Design ph_transmit_credit_gate, sky130hd; sources not shown.
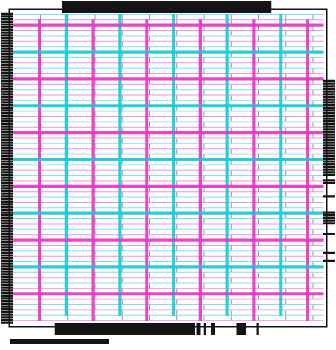
**Above:** run 1 (power grid).
Bar = 50 µm. Pins as bars on the die edge. Tap cells in grey.
cyan -> VDD
magenta -> VSS
tap cells = 324
met5 straps = 11
signal pins = 366
DIE WIDTH: 160.0 µm
DIE HEIGHT: 160.0 µm

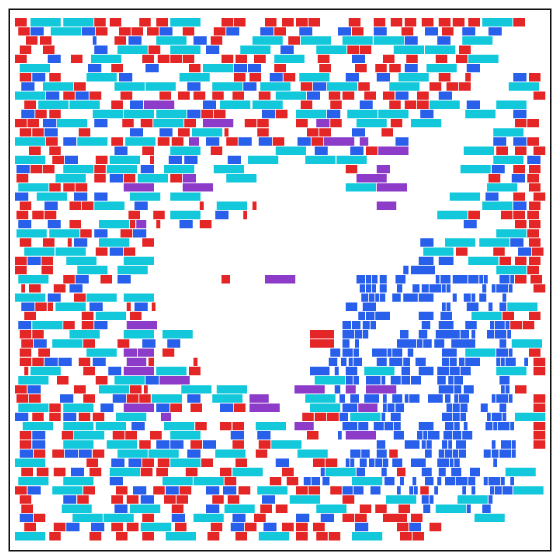
**Above:** run 1 (placement by cell class).
cyan -> flops  # cells 184, share of their area 37%
blue -> combinational and other logic  # cells 425, share of their area 29%
purple -> clock drivers and dummy loads  # cells 32, share of their area 4.9%
red -> other buffers and delay cells  # cells 372, share of their area 29%
register share of the cell area: 0.3565
final cell utilization of the core: 0.5296
Core Rows: 57
Design Area, Final: 0.01292 mm²

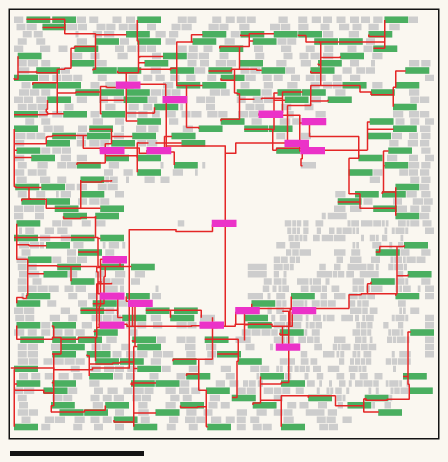
**Above:** run 1 (routed clock nets over the placement).
Bar = 50 µm.
magenta -> clock drivers  # count 17
red -> clock wires  # length 2,600 µm
green -> flip-flops  # count 184
flops lie = all over the die
power in the clock group: 0.912 mW
share of power burned in the clock network: 0.190

==> notes.md, run 1 <==
Flow results are below.

- The data required time reported for the critical path is 5.70 ns.
- In this run the maximum-capacitance check reported violations numbering 1.
- In this run, post-CTS repair resized a total of 0 instances.
- According to the I/O placement log, the pin count is 366.
- In the final layout, the multi-input gates occupy 0.003522 mm².
- After legalization and detailed placement, the total HPWL measured 18,300 µm.
- No sink is reached through more buffers than the 2 on the longest clock path.
- The OpenROAD warning count is 30, for reference.
- The instance count along the most critical hold path is 1, for reference.
- The overall power consumption is 4.798 mW, for reference.
- VDD sags by at most 0.1818 mV.
- The number of global-route vias before repair was 6,896.
- In this run, the synthesized area fraction spent on and/or/nand/nor cells is recorded as 0.05807.
- The total DRC errors in the routed layout is 0, for reference.
- Setup repair after global routing left no endpoint under its margin.
- The wire length per cell is 18.27 µm, for reference.
- The minimum period implied by the final worst setup slack is 7.303 ns, for reference.
- The top cell type's share of synthesized area is 0.5424, for reference.
- The fraction of registers with async set or reset after synthesis is 1.000, for reference.
- The flow ran to the end, but the final reports show violations.
- The library cell used most frequently in the layout, excluding fill and tap cells, is sky130_fd_sc_hd__clkdlybuf4s50_1.
- The post-synth register bit count is 184.
- The area of the core is 0.02439 mm², for reference.
- The count of final max-slew check failures is 106, for reference.
- Per the cell usage report, the commonest logic cells after layout are 346 x sky130_fd_sc_hd__clkdlybuf4s50_1, 184 x sky130_fd_sc_hd__dfrtp_1, 93 x sky130_fd_sc_hd__mux2_2.
- The TritonCTS clock tree is done, for reference.
- The share of the Yosys chip area taken by registers is 0.5424.
- The area fraction in compound gates after synthesis is 0.07973, for reference.
- The arrival time of the worst setup path is 5.40 ns, for reference.
- The clock edge transition at the registers on the reported setup and hold paths is 0.08 ns, for reference.
- The first global-routing pass estimated 38,650 µm of wire.
- Sorting the synthesized cells by how often they occur yields 184 x sky130_fd_sc_hd__dfrtp_1, 93 x sky130_fd_sc_hd__mux2_2, 68 x sky130_fd_sc_hd__mux2_1.
- The leakage power is 5.254 nW, for reference.
- The clock sink total is 184, for reference.
- The number of hold buffers added after CTS is 0, for reference.
- STA lists the maximum fanout along the critical path as 5.
- After global routing the overflow that remains totals 0.
- Per the timing report, the achievable frequency comes out to 136.9 MHz.
- The final reports fail on capacitance limit, slew limit.
- The power density over the cells is 371.5 mW/mm², for reference.
- The area recorded from the Yosys report for this design is 0.008489 mm².
- The commonest register cell after synthesis is sky130_fd_sc_hd__dfrtp_1, for reference.
- The synthesis run identifies the leading combinational cell family as multiplexers.
- The post-placement cell area is 0.01235 mm².
- The global-route total usage across every layer is 0.1956, for reference.
- The number of vias in the routed layout is 6,552, for reference.
- According to the hold report, the worst path is of the reg2reg type.
==> run 1: final cells by class <==
type,count,share of cell area
multi-input combinational,389,0.2727
clock buffer,18,0.03400
tap,324,0.03138
timing repair buffer,372,0.2820
clock inverter,14,0.01308
inverter,36,0.01046
sequential,184,0.3565
==> run 1: critical path, cell delays in order <==
cell,delay [ns]
sky130_fd_sc_hd__clkdlybuf4s50_1,0.48
sky130_fd_sc_hd__ha_1,0.23
sky130_fd_sc_hd__fa_1,0.23
sky130_fd_sc_hd__a21o_1,0.16
sky130_fd_sc_hd__nand4_1,0.16
sky130_fd_sc_hd__or3_1,0.38
sky130_fd_sc_hd__xnor2_1,0.14
sky130_fd_sc_hd__ha_1,0.34
sky130_fd_sc_hd__a21oi_1,0.19
sky130_fd_sc_hd__nand2b_1,0.08
sky130_fd_sc_hd__o31a_1,0.26
sky130_fd_sc_hd__nand3_1,0.08
sky130_fd_sc_hd__or3b_1,0.38
sky130_fd_sc_hd__a21oi_2,0.19
sky130_fd_sc_hd__buf_12,0.19
==> run 1: per-stage QoR <==
stage,hold slack (ns),std cells
floorplan,0.5175,636
global placement,0.4567,1305
detailed placement,0.4564,1305
CTS,0.4837,1337
global route,0.5050,1337
finish,0.4848,1337
==> run 1: kinds of logic after synthesis <==
logic type / after synthesis
mux: 164
xor+xnor: 20
simple gates: 91
flops: 184
compound gates: 90
buf+inv: 63
fa+ha+maj: 24
==> run 1: layer usage <==
metal	track usage	share of wire
met2	0.3352	0.51
met4	0.05325	0.017
met5	0	0.00049
met3	0.07195	0.084
met1	0.2293	0.39
==> run 1: power breakdown <==
part | internal, mW | switching, mW | total (mW)
logic | 0.722 | 1.89 | 2.62
registers | 1.15 | 0.116 | 1.27
clock network | 0.456 | 0.457 | 0.912
==> run 1 -> run 2 <==
--- a/config.mk
+++ b/config.mk
@@ -8,9 +8,10 @@
 export CAP_MARGIN = 20
 export CORE_UTILIZATION = 34
 export DETAILED_ROUTE_END_ITERATION = 7
-export GPL_ROUTABILITY_DRIVEN = 0
+export GPL_ROUTABILITY_DRIVEN = 1
 export PLACE_DENSITY = 0.67
 export RECOVER_POWER = 25
+export SETUP_SLACK_MARGIN = 0.5
 export SLEW_MARGIN = 30
 export SYNTH_ARGS = -nofsm -noshare
 export SYNTH_HDL_FRONTEND = slang
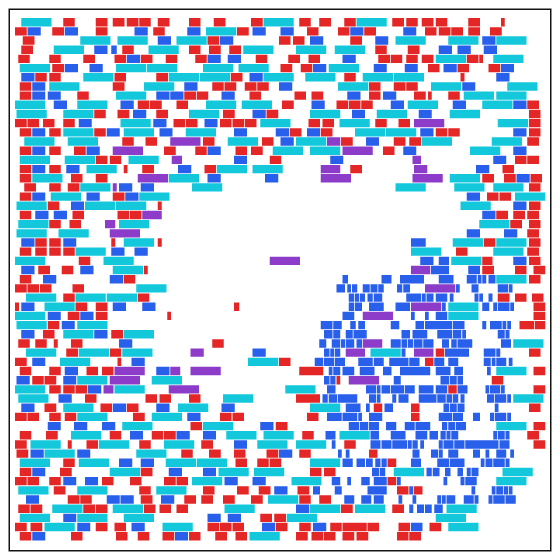
**Above:** run 2 (placement by cell class).
red -> other buffers and delay cells  # cells 379, share of their area 29%
blue -> combinational and other logic  # cells 425, share of their area 29%
cyan -> flops  # cells 184, share of their area 36%
purple -> clock drivers and dummy loads  # cells 32, share of their area 4.8%
core outline area: 0.02439 mm²
Design Area, Final: 0.01304 mm²
final cell utilization of the core: 0.5346
register share of the cell area: 0.3531

==> notes.md, run 2 <==
Flow results are below.

- The post-route setup TNS was 0 ns (unchanged).
- The OpenROAD warning count came to 28 (was 30).
- The clock edge transition at the registers on the reported setup and hold paths was 0.07 ns (was 0.08 ns).
- The number of routed nets with antenna violations is 0 (unchanged).
- The synthesized-area fraction occupied by and/or/nand/nor cells came to 0.05807 (unchanged).
- The clock insertion delay at the later pin of the skew report is 0.44 ns (about the same).
- The portion of netlist area occupied by mux cells is 0.2171 (unchanged), for reference.
- The path category of the worst min-delay check is reg2reg (unchanged).
- The required arrival time at the worst endpoint is 5.70 ns (about the same), for reference.
- The global placer's final weighted congestion is 0.8157, for reference.
- The power density over the cells is 371.4 mW/mm² (was 371.5 mW/mm²).
- The area of the die is 0.02560 mm² (unchanged), for reference.
- The maximum clock frequency was 144.3 MHz (was 136.9 MHz).
- The adder-cell area share of the yosys netlist is 0.03803 (unchanged), for reference.
- The global-route total usage across every layer came to 0.1953 (was 0.1956).
- The instance count along the most critical hold path is 1 (unchanged), for reference.
- The number of gates resized after CTS is 13 (was 0), for reference.
- The arrival time of the worst setup path was 5.03 ns (was 5.40 ns).
- The maximum clock insertion buffer count is 2 (unchanged), for reference.
- The total iterations of the first detailed-routing run is 4 (was 5).
- Commonest non-fill, non-tap cells in the layout: 345 x sky130_fd_sc_hd__clkdlybuf4s50_1, 184 x sky130_fd_sc_hd__dfrtp_1, 93 x sky130_fd_sc_hd__mux2_2 (was 346 x sky130_fd_sc_hd__clkdlybuf4s50_1, 184 x sky130_fd_sc_hd__dfrtp_1, 93 x sky130_fd_sc_hd__mux2_2).
- The number of cell rows is 57 (unchanged), for reference.
- The total DRC errors in the routed layout is 0 (unchanged).
- The number of primary I/O pins came to 366 (unchanged).
- The wire length per cell is 18.02 µm (was 18.27 µm), for reference.
- The number of vias in the routed layout came to 6,544 (was 6,552).
- The leakage power is 5.290 nW (was 5.254 nW), for reference.
- The share of the clock period used by the worst path is 0.9119 (was 0.9609), for reference.
- The count of final max-slew check failures is 163 (was 106), for reference.
- The fraction of registers with async set or reset after synthesis is 1.000 (unchanged), for reference.
- The largest non-sequential cell family by area is multiplexers (unchanged).
- The CTS buffer count is 17 (unchanged), for reference.
- The first-pass GRT wire length was 38,770 µm (was 38,650 µm).
- The most frequently placed logic cell in the final layout is sky130_fd_sc_hd__clkdlybuf4s50_1 (unchanged), for reference.
- The top cell type's share of synthesized area is 0.5424 (unchanged).
- The count of input and output buffers was 365 (unchanged).
- The final HPWL from detailed placement is 18,050 µm (was 18,300 µm), for reference.
- The total length of routed wires is 24,220 µm (was 24,430 µm), for reference.
- The worst vdd rail ir drop was 0.2497 mV (was 0.1818 mV).
- The commonest register cell after synthesis is sky130_fd_sc_hd__dfrtp_1 (unchanged), for reference.
- The clock sink total came to 184 (unchanged).
- The number of global-route vias before repair was 6,999 (was 6,896).
- The sequential-to-total area share from yosys stat is 0.5424 (unchanged), for reference.
- The minimum period implied by the final worst setup slack came to 6.930 ns (was 7.303 ns).
- RSZ-0062 raised after global routing: no (unchanged).
- The DRC violation total after the first TritonRoute iteration is 371 (was 364), for reference.
- The number of cells produced by synthesis came to 636 (unchanged).
- The TritonCTS clock tree is done (unchanged), for reference.
- The post-synthesis sequential element count is 184 (unchanged), for reference.
- The total global routing overflow came to 0 (unchanged).
- The flip-flop count of the largest register after layout is 160 (unchanged).
- The top fanout value on the critical path came to 2 (was 5).
- The post-route worst setup slack is 0.6698 ns (was 0.2974 ns), for reference.
- The fill cell total of the finished layout is 2,168 (was 2,158).
- The area figure in the yosys stat output is 0.008489 mm² (unchanged), for reference.
- The critical path startpoint category was an input port (unchanged).
- The area fraction in compound gates after synthesis is 0.07973 (unchanged), for reference.
- The vertical extent of the die came to 160.0 µm (unchanged).
- The distinct cell type count of the synthesized netlist is 57 (unchanged), for reference.
- The cell type with the highest aggregate area in the netlist is sky130_fd_sc_hd__dfrtp_1 (unchanged), for reference.
- The cell count after placement is 1,305 (unchanged), for reference.
- The final non-filler cell total is 1,344 (was 1,337), for reference.
- Most frequent cells after synthesis: 184 x sky130_fd_sc_hd__dfrtp_1, 93 x sky130_fd_sc_hd__mux2_2, 68 x sky130_fd_sc_hd__mux2_1 (unchanged).
- The number of hold buffers added after CTS is 0 (unchanged), for reference.
- Status: finished, violations left (unchanged).
- The total of max-cap violations is 2 (was 1), for reference.
- Violations in the final reports: capacitance limit, slew limit (unchanged).
- The area of the mapped netlist is 0.008489 mm² (unchanged), for reference.
- The worst reg2reg path depth is 16 (was 13), for reference.
- The die boundary width was 160.0 µm (unchanged).
- The leading cell type by number of instances after synthesis is sky130_fd_sc_hd__dfrtp_1 (unchanged), for reference.
- The total placed instance area is 0.01237 mm² (was 0.01235 mm²), for reference.
## run 2: through the flow
stage	total power [mW]	hold WS, ns	util
floorplan	3.251	0.5175	-
global placement	3.898	0.4622	0.5092
detailed placement	3.908	0.4737	0.5073
CTS	4.892	0.4905	0.5364
global route	5.058	0.4981	0.5346
finish	4.843	0.4855	0.5346
## run 2: layer usage
metal,vias up,share of wire,global-route usage
met5,-,0.00050,0
met4,2,0.020,0.05844
met3,32,0.080,0.07065
met2,229,0.51,0.3393
met1,3237,0.39,0.2240
li1,3044,-,-
## run 2: final cells by class
cell class / instances / area [µm²] / share of cell area
multi-input combinational: 389 / 3590 / 0.2753
inverter: 36 / 136.4 / 0.01046
sequential: 184 / 4604 / 0.3531
clock inverter: 14 / 173.9 / 0.01334
tap: 324 / 405.4 / 0.03109
timing repair buffer: 379 / 3700 / 0.2838
clock buffer: 18 / 429.2 / 0.03291
## run 2: critical path, cell delays in order
cell,delay (ns)
sky130_fd_sc_hd__dlygate4sd2_1,0.21
sky130_fd_sc_hd__ha_2,0.21
sky130_fd_sc_hd__fa_2,0.22
sky130_fd_sc_hd__a21o_1,0.15
sky130_fd_sc_hd__nand4_1,0.12
sky130_fd_sc_hd__or3_4,0.41
sky130_fd_sc_hd__xnor2_1,0.13
sky130_fd_sc_hd__ha_1,0.31
sky130_fd_sc_hd__a21oi_2,0.16
sky130_fd_sc_hd__nand2b_1,0.06
sky130_fd_sc_hd__o31a_1,0.29
sky130_fd_sc_hd__nand3_1,0.08
sky130_fd_sc_hd__or3b_4,0.39
sky130_fd_sc_hd__a21oi_4,0.18
sky130_fd_sc_hd__buf_12,0.19
## run 2: report_power, final
part,total (mW),internal (mW),switching [mW]
clock,0.899,0.448,0.450
combinational,2.67,0.754,1.92
sequential,1.27,1.15,0.119
No activity file was given, so power comes from the tool's default toggle rates.
